===== config.mk =====
export PLATFORM = sky130hd
export DESIGN_NAME = onehot_decoder_seq
export DESIGN_NICKNAME = d
export VERILOG_FILES = /design/src/rtl/onehot_decoder_seq.sv
export SDC_FILE = /design/constraint.sdc
export NUM_CORES = 1
export LEC_CHECK = 0
export CORE_MARGIN = 4
export CORE_UTILIZATION = 40
export CTS_CLUSTER_DIAMETER = 80
export DETAILED_ROUTE_END_ITERATION = 16
export PLACE_DENSITY_LB_ADDON = 0.15
export RECOVER_POWER = 25
export SLEW_MARGIN = 20
export SYNTH_ARGS = -nofsm -noshare
export SYNTH_HDL_FRONTEND = slang
export SYNTH_SLANG_ARGS = --single-unit

===== constraint.sdc =====
create_clock -name clk_i -period 4.3 [get_ports clk_i]
set_input_delay 1.29 -clock clk_i [delete_from_list [all_inputs] [get_ports clk_i]]
set_output_delay 1.29 -clock clk_i [all_outputs]
set_load 0.05 [all_outputs]

===== src/rtl/onehot_decoder_seq.sv =====
// Handshaked 3-to-8 one-hot decoder with a configurable dead-time gap after each output.
// Define ONEHOT_DECODER_SEQ_ACCUM_EN to add the clr_mask_i/acc_mask_o accumulator.
module onehot_decoder_seq #(
    parameter int unsigned GAP_CYCLES = 2
) (
    input  logic       clk_i,
    input  logic       rst_ni,
    input  logic       in_valid_i,
    output logic       in_ready_o,
    input  logic [2:0] in_idx_i,
    input  logic       in_en_i,
    output logic       out_valid_o,
    input  logic       out_ready_i,
    output logic [7:0] out_onehot_o,
    output logic [2:0] out_idx_o,
    output logic       busy_o
`ifdef ONEHOT_DECODER_SEQ_ACCUM_EN
    ,
    input  logic       clr_mask_i,
    output logic [7:0] acc_mask_o
`endif
);

    typedef enum logic [1:0] {
        StIdle  = 2'd0,
        StDrive = 2'd1,
        StGap   = 2'd2
    } state_e;

    // Counter counts down to zero, so load one less than the gap length.
    localparam logic [3:0] GapLoad = (GAP_CYCLES == 0) ? 4'd0 : 4'(GAP_CYCLES - 1);
    localparam bit HasGap = (GAP_CYCLES != 0);

    state_e     state_q, state_d;
    logic [3:0] cnt_q, cnt_d;
    logic [7:0] onehot_q, onehot_d;
    logic [2:0] idx_q, idx_d;
    logic       accept, handshake;

    assign accept    = in_valid_i & (state_q == StIdle);
    assign handshake = out_ready_i & (state_q == StDrive);

    always_ff @(posedge clk_i or negedge rst_ni) begin
        if (!rst_ni) begin
            state_q  <= StIdle;
            cnt_q    <= 4'd0;
            onehot_q <= 8'h00;
            idx_q    <= 3'd0;
        end else begin
            state_q  <= state_d;
            cnt_q    <= cnt_d;
            onehot_q <= onehot_d;
            idx_q    <= idx_d;
        end
    end

    always_comb begin
        state_d  = state_q;
        cnt_d    = cnt_q;
        onehot_d = onehot_q;
        idx_d    = idx_q;
        unique case (state_q)
            StIdle: begin
                if (accept) begin
                    onehot_d = in_en_i ? (8'h01 << in_idx_i) : 8'h00;
                    idx_d    = in_idx_i;
                    state_d  = StDrive;
                end
            end
            StDrive: begin
                if (handshake) begin
                    onehot_d = 8'h00;
                    if (HasGap) begin
                        state_d = StGap;
                        cnt_d   = GapLoad;
                    end else begin
                        state_d = StIdle;
                    end
                end
            end
            StGap: begin
                if (cnt_q == 4'd0) begin
                    state_d = StIdle;
                end else begin
                    cnt_d = cnt_q - 4'd1;
                end
            end
            default: begin
                state_d  = StIdle;
                cnt_d    = 4'd0;
                onehot_d = 8'h00;
            end
        endcase
    end

    always_comb begin
        in_ready_o   = (state_q == StIdle);
        out_valid_o  = (state_q == StDrive);
        busy_o       = (state_q != StIdle);
        out_onehot_o = onehot_q;
        out_idx_o    = idx_q;
    end

`ifdef ONEHOT_DECODER_SEQ_ACCUM_EN
    logic [7:0] acc_q, acc_d;

    // A clear coinciding with a handshake keeps only the current decode.
    always_comb begin
        acc_d = acc_q;
        if (clr_mask_i) begin
            acc_d = handshake ? onehot_q : 8'h00;
        end else if (handshake) begin
            acc_d = acc_q | onehot_q;
        end
    end

    always_ff @(posedge clk_i or negedge rst_ni) begin
        if (!rst_ni) begin
            acc_q <= 8'h00;
        end else begin
            acc_q <= acc_d;
        end
    end

    assign acc_mask_o = acc_q;
`endif

endmodule


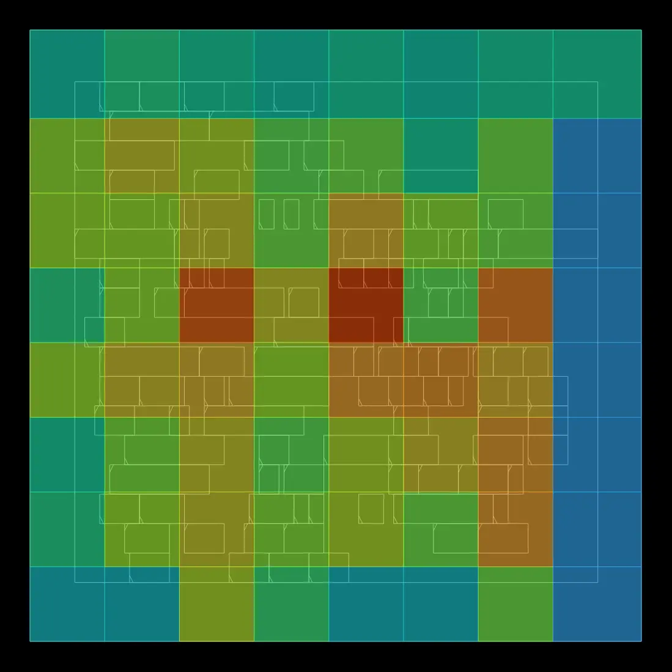
Figure 1: run 1, routing congestion map.
Global Route Usage Sum: 14.1%
met2 Track Usage GR: 23.4%

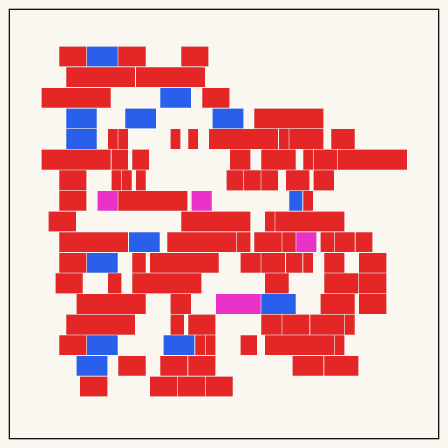
Figure 2: run 1, sizing map.
| size | colour | cells | most used |
|---|---|---|---|
| x2 | blue | 13 | mux2_2 |
| x1 and smaller | red | 89 | clkdlybuf4s50_1 |
| x3 and x4 | magenta | 4 | clkbuf_4 |
count of non-CTS buffers in the layout: 21
final worst slack: 0.912 ns

==> flow_summary.yaml, run 1 <==
# flow metrics
routing:
  drc: 0
  vias_per_cell: 5.37
  drt_iter0_markers: 17
  detail_route.first_pass.iterations: 4
  wirelength_mm: 1.96
  antenna_left: 0
  post_drt_wl_per_cell_um: 14.6
  num_vias: 719
synth:
  ys_cells: 84
  ys_area_um2: 940
  ys.flops: 17
  syn_nets: 98
  synthArstFlopShare_pct: 100
  synthTopCellsByCount: "dfrtp_1 (17), mux2_2 (11), nor2_1 (7)"
  edf_count: 0
  largest_area_cell: "dfrtp_1"
  syn_avg_cell_area_um2: 11.2
  ys_seq_share_pct: 45.3
  topCellsByArea: "dfrtp_1 (45%), mux2_2 (13%), ha_1 (8.0%), nor2_1 (2.8%), inv_1 (2.4%)"
  yosysWarnings: 0
  syn_inst: 84
  ys.flop_type: "dfrtp_1"
  synth_area_um2: 940
  top_area_share_pct: 45.3
  synth_cell_types: 28
  synth_top_cell_by_count: "dfrtp_1"
clocking:
  cts_tree: "done"
  clkSlewWorstSetupHoldPaths_ns: 0.11
  cts.hold.buffers_added: 0
  cts_sinks: 17
  cts_root_buf: "clkbuf_4"
  post_cts_buffers: 0
  insertion_delay_ns: 0.30
  numCtsBuffers: 3
  h-tree-depth: 1
  cts_resized: 0
  clock_path_buffers: 2
critical_path:
  end_kind: "output port"
  worstPathRequired_ns: 3.01
  reg2reg_to: "out_onehot_o[3]$_DFFE_PN0P_"
  crit_path_top_delay_cell: "clkdlybuf4s50_1"
  rr_startpoint: "state_q[0]$_DFFE_PN0P_"
  crit_path_max_incr_delay_ns: 0.88
  crit_path_max_fanout: 13
  rrSetupSlack_ns: 2.41
  cp-start-kind: "flip-flop"
  setup.worst_path.class: "flip-flop to output port"
  arrival_ns: 2.10
  reg2reg_depth: 5
  critical_path.cell_chain: "inv_1, ha_1, clkdlybuf4s50_1"
sta:
  max_slew_margin_pct: 47.7
  slew_violations: 0
  tightest_slew_ns: 0.782
  rsz0062_at_grt: "false"
  hold_viol: 0
  clock-skew-final_ns: 0.00529
  tns_ns: 0
  finalSetupViolCount: 0
  period_used_pct: 78.8
  fin_crit_ns: 3.39
  clock.fmax_ghz: 0.295
global_routing:
  grt_pass1_vias: 759
  grt_max_degree: 18
  antenna_found_initial: 0
  grt_first_pass_wirelength_mm: 3.53
  gr-total-overflow: 0
floorplan:
  fp.dieH_um: 56.5
  fp_util_pct: 42.1
  fp.dieW_um: 56.5
  dieArea_mm2: 0.00319
  core_area_mm2: 0.00223
  row_count: 17
pwr:
  power_density_mw_per_mm2: 700
  cellLeakagePower_nw: 0.517
  ir_drop_mv: 0.561
final_layout:
  diodes: 0
  finalNetCount: 121
  fin_area_mm2: 0.00119
  instances_no_fill: 134
  layout-drive-gt1-share_pct: 16.0
  fin_util_pct: 53.4
  fillers: 217
  syn_to_final_growth_pct: 27.0
placed_design:
  dp_hpwl_mm: 1.50
  gp_congestion: 0.716
  post-place-ws_ns: 1.25
  post-place-cells: 130
  placed_cell_area_mm2: 0.00117
hold_path:
  hold_depth: 1
  hold_end: "out_onehot_o[6]$_DFFE_PN0P_"
  hold_start: "out_onehot_o[6]$_DFFE_PN0P_"
  hold_class: "flip-flop to flip-flop"
flow_run:
  cap_violations: 0
  tool_warnings: 30
status:
  status: "finished, final reports clean"
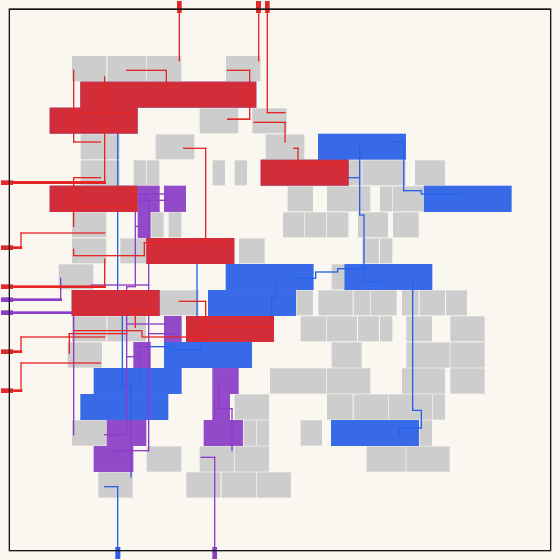
Figure 3: run 1, port wiring.
| port | colour | direction | end cells | buffers | wire |
|---|---|---|---|---|---|
| `rst_ni` | blue | input | 17 | 1 | 147 µm |
| `in_idx_i` | purple | input | 10 | 3 | 128 µm |
| `out_onehot_o` | red | output | 8 | 8 | 219 µm |
IO Pins: 22
Port Buffers: 21

==> run 1: routing by layer <==
metal	routed length, µm	GRT usage [%]	up-vias
met3	107	5.52	2
met1	820	17.1	352
li1	-	-	347
met4	10	3.05	0
met5	0	0	-
met2	1020	23.4	18
==> run 1: registers in the layout, indices dropped and copies added (netlist names) <==
signal,flops
out_onehot_o,8
state_q,2
cnt_q,4
out_idx_o,3
==> run 1: power by group <==
part	switching (mW)	internal [mW]
combinational	0.315	0.200
sequential	0.0312	0.201
clock	0.0542	0.0346
total	0.400	0.436
==> run 1: how the worst max path moves through the flow <==
stage / from / endpoint / slack [ns] / cells after the start
after CTS: state_q[1]$_DFFE_PN0P_ / in_ready_o / 0.91 / 3
after floorplan: state_q[0]$_DFFE_PN0P_ / busy_o / 1.47 / 4
final: state_q[1]$_DFFE_PN0P_ / in_ready_o / 0.91 / 3
after global routing: state_q[1]$_DFFE_PN0P_ / in_ready_o / 0.82 / 3
after detailed placement: state_q[1]$_DFFE_PN0P_ / in_ready_o / 1.25 / 3
after global placement: state_q[0]$_DFFE_PN0P_ / in_ready_o / 1.28 / 3
==> run 1: layout make-up <==
class	instances	area [µm²]	area share, %
Multi-Input combinational cell	58	473	39.6
Sequential cell	17	425	35.6
Timing Repair Buffer	21	210	17.6
Tap cell	28	35.0	2.94
Clock buffer	3	22.5	1.89
Inverter	6	22.5	1.89
Clock inverter	1	5.00	0.419
==> run 1: cells by family (layout without fill, tap and decap cells) <==
family	Yosys count	after routing	share of synthesized area (%)
buffers and inverters	9	31	4.39
multiplexers	12	12	14.4
adder cells (fa/ha/maj)	6	6	7.99
AND/OR/NAND/NOR	30	30	19.4
flip-flops	17	17	45.3
AND-OR/OR-AND	10	10	8.52
==> run 1: cells in the final DEF, fill, tap and decap left out, types with 3 or more instances in the layout <==
cell type,instances
clkbuf_4,3
clkdlybuf4s50_1,19
dfrtp_1,17
ha_1,6
inv_1,6
mux2_2,11
nand2_1,3
nor2_1,7
nor3_1,3
o211ai_1,3
or3_1,3
==> run 1: worst max-delay path: cells and delay by family (launching register included) <==
kind       cells  cell delay (ns)
flops          1             0.42
buf+inv        2             0.99
fa+ha+maj      1             0.40
==> run 1: stage by stage <==
step / hold WS (ns) / total power, mW
3_5_place_dp: 0.495 / 0.753
4_1_cts: 0.519 / 0.844
2_1_floorplan: 0.485 / 0.616
3_3_place_gp: 0.489 / 0.741
5_1_grt: 0.539 / 0.893
6_report: 0.512 / 0.836
Figure 4. Cells coloured by class (run 1).
Bar = 20 µm.
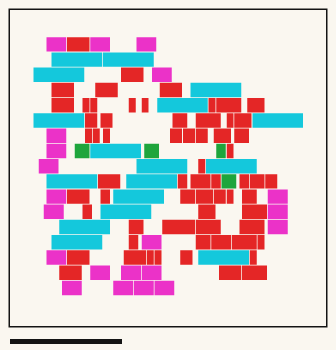

==> run 2: changes to the inputs <==
==> constraint.sdc (replaced) <==
create_clock -name clk_i -period 3.2 [get_ports clk_i]
set_input_delay 0.96 -clock clk_i [delete_from_list [all_inputs] [get_ports clk_i]]
set_output_delay 0.96 -clock clk_i [all_outputs]
set_load 0.05 [all_outputs]
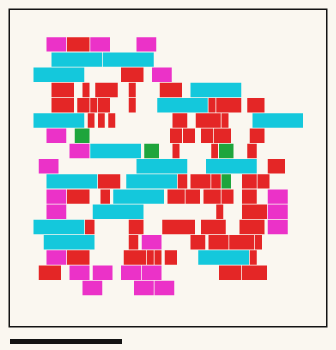
Figure 5: run 2, cells coloured by class.
Bar = 20 µm.
| class | colour | cells | share of their area |
|---|---|---|---|
| remaining buffers and delay cells | magenta | 21 | 18% |
| remaining logic cells | red | 64 | 43% |
| clock drivers and dummy loads | green | 4 | 2.4% |
| registers | cyan | 17 | 37% |
Design Area, Final: 0.00119 mm²
Finished Core Util: 53.4%
flop share of the area: 35.6%
Core Region: 0.00223 mm²
Core Rows: 17

==> run 2 against run 1 <==
  * Clock power increased by 31%
  * Power increased by 34%
  * Core utilization unchanged
  * Hold slack got worse by 0.00092 ns
  * Wire length about the same
  * Clock-buffer cell count unchanged
  * Highest routed layer unchanged
  * Sequential share of layout area unchanged
  * First-iteration DRC count decreased by 53%
  * Area after synthesis unchanged
  * Synthesized cell count unchanged
  * Clock skew increased by 0.00094 ns
  * Worst setup slack got worse by 0.76 ns
==> flow_summary.yaml, run 2 <==
# flow metrics
status:
  status: "finished, final reports clean"
critical_path:
  reg2reg_depth: 5
  rrSetupSlack_ns: 1.30
  setup.worst_path.class: "flip-flop to output port"
  arrival_ns: 2.09
  critPathLaunch: "state_q[1]$_DFFE_PN0P_"
  reg2reg_to: "out_onehot_o[3]$_DFFE_PN0P_"
  worstPathRequired_ns: 2.24
  cp-start-kind: "flip-flop"
  end_kind: "output port"
  rr_startpoint: "state_q[0]$_DFFE_PN0P_"
  crit_path_max_fanout: 13
  critPathCapture: "in_ready_o"
clocking:
  cts_tree: "done"
  cts_root_buf: "clkbuf_4"
  clock_path_buffers: 2
  post_cts_buffers: 0
  insertion_delay_ns: 0.29
  cts_sinks: 17
  numCtsBuffers: 3
  cts.hold.buffers_added: 0
  cts_resized: 0
  h-tree-depth: 1
  clkSlewWorstSetupHoldPaths_ns: 0.10
pwr:
  power_density_mw_per_mm2: 941
  ir_drop_mv: 0.712
  cellLeakagePower_nw: 0.517
hold_path:
  hold_class: "flip-flop to flip-flop"
global_routing:
  grt_first_pass_wirelength_mm: 3.49
  antenna_found_initial: 0
  gr-total-overflow: 0
  grt_pass1_vias: 772
  track_usage_pct: 13.9
  grt_max_degree: 18
sta:
  setup_ws_ns: 0.148
  period_used_pct: 95.4
  finalSetupViolCount: 0
  clock-skew-final_ns: 0.00623
  tightest_slew_ns: 0.759
  tns_ns: 0
  slew_violations: 0
  hold_viol: 0
  fin_crit_ns: 3.05
  max_slew_margin_pct: 49.2
  rsz0062_at_grt: "false"
  clock.fmax_ghz: 0.328
routing:
  drt_iter0_markers: 8
  wirelength_mm: 1.96
  vias_per_cell: 5.31
  wirelength_met1_um: 823
  drc: 0
  top_layer: "met4"
  detail_route.first_pass.iterations: 4
  post_drt_wl_per_cell_um: 14.6
  antenna_left: 0
  wl_met3_um: 109
  num_vias: 711
  wl_met2_mm: 1.02
synth:
  synthArstFlopShare_pct: 100
  ys_cells: 84
  syn_avg_cell_area_um2: 11.2
  synthTopCellsByCount: "dfrtp_1 (17), mux2_2 (11), nor2_1 (7)"
  ys_area_um2: 940
  synth_area_um2: 940
  syn_inst: 84
  ys.flops: 17
  synth_top_cell_by_count: "dfrtp_1"
  top_area_share_pct: 45.3
  edf_count: 0
  syn_nets: 98
  synth_cell_types: 28
  topCellsByArea: "dfrtp_1 (45%), mux2_2 (13%), ha_1 (8.0%), nor2_1 (2.8%), inv_1 (2.4%)"
  ys_seq_share_pct: 45.3
  largest_area_cell: "dfrtp_1"
  ys.flop_type: "dfrtp_1"
  yosysWarnings: 0
final_layout:
  finalNetCount: 121
  layout-drive-gt1-share_pct: 16.0
  syn_to_final_growth_pct: 27.0
  fillers: 214
  layout_top_cells: "clkdlybuf4s50_1 (19), dfrtp_1 (17), mux2_2 (11)"
  final_layout_top_logic_cell: "clkdlybuf4s50_1"
  combGateArea_um2: 473
  diodes: 0
  largest_reg_flops: 8
  instances_no_fill: 134
  regArea_um2: 425
placed_design:
  gp_congestion: 0.716
  numPortBuffers: 21
  dp_hpwl_mm: 1.53
  post-place-cells: 130
  post-place-ws_ns: 0.478
flow_run:
  cap_violations: 0
  tool_warnings: 30
floorplan:
  fp.dieW_um: 56.5
  fp.dieH_um: 56.5
  dieArea_mm2: 0.00319
  fp_util_pct: 42.1
  ioPinCount: 22
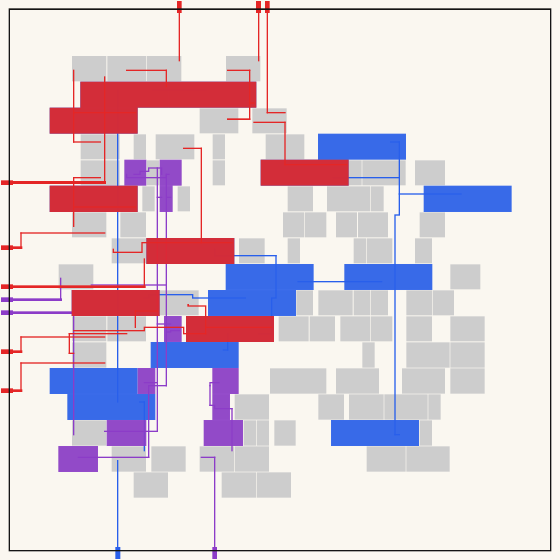
Figure 6: run 2, port wiring.
| port | colour | direction | end cells | buffers | wire |
|---|---|---|---|---|---|
| `out_onehot_o` | red | output | 8 | 8 | 219 µm |
| `rst_ni` | blue | input | 17 | 1 | 138 µm |
| `in_idx_i` | purple | input | 10 | 3 | 141 µm |

run 2: cell counts after synthesis:
Identical to the previous run, type by type.
run 2: worst max-delay path, cell delays in order (launching register included):
cell	delay, ns
dfrtp_1	0.42
inv_1	0.11
ha_1	0.40
clkdlybuf4s50_1	0.88
run 2: kinds of logic (layout without fill, tap and decap cells):
group	after synthesis	in the layout	share of synthesized area (%)
AND/OR/NAND/NOR	30	30	19.4
flip-flops	17	17	45.3
multiplexers	12	12	14.4
AND-OR/OR-AND	10	10	8.52
buffers and inverters	9	31	4.39
adder cells (fa/ha/maj)	6	6	7.99
run 2: per-layer routing:
metal,track usage (%),vias to the layer above
li1,-,345
met1,16.6,346
met2,23.8,18
met3,5.75,2
met4,2.03,0
met5,0,-
run 2: how the worst min path moves through the flow:
stage                                 from                          end  slack [ns]  cells past startpoint
2_1_floorplan       state_q[1]$_DFFE_PN0P_       state_q[1]$_DFFE_PN0P_        0.48                      1
3_3_place_gp      out_idx_o[0]$_DFFE_PN0P_     out_idx_o[0]$_DFFE_PN0P_        0.49                      1
3_5_place_dp   out_onehot_o[6]$_DFFE_PN0P_  out_onehot_o[6]$_DFFE_PN0P_        0.49                      1
4_1_cts        out_onehot_o[6]$_DFFE_PN0P_  out_onehot_o[6]$_DFFE_PN0P_        0.52                      1
5_1_grt        out_onehot_o[5]$_DFFE_PN0P_  out_onehot_o[5]$_DFFE_PN0P_        0.54                      1
6_report       out_onehot_o[6]$_DFFE_PN0P_  out_onehot_o[6]$_DFFE_PN0P_        0.51                      1
run 2: layout make-up:
cell class                      count  share of cell area, %
Clock buffer                        3                   1.89
Clock inverter                      1                  0.419
Timing Repair Buffer               21                   17.6
Inverter                            6                   1.89
Multi-Input combinational cell     58                   39.6
Sequential cell                    17                   35.6
Tap cell                           28                   2.94
run 2: power by group:
group	internal [mW]	total, mW	switching [mW]
combinational	0.269	0.695	0.426
clock	0.0465	0.116	0.0695
sequential	0.270	0.312	0.0416
total	0.586	1.12	0.537
run 2: stage by stage:
| stage | hold slack (ns) | cell area (µm²) | power (mW) |
|---|---|---|---|
| 2_1_floorplan | 0.485 | 940 | 0.828 |
| 3_3_place_gp | 0.489 | 1170 | 0.996 |
| 3_5_place_dp | 0.495 | 1170 | 1.02 |
| 4_1_cts | 0.519 | 1190 | 1.14 |
| 5_1_grt | 0.539 | 1190 | 1.20 |
| 6_report | 0.511 | 1190 | 1.12 |
Power figures rest on the tool's default switching activity, not on a simulated workload.
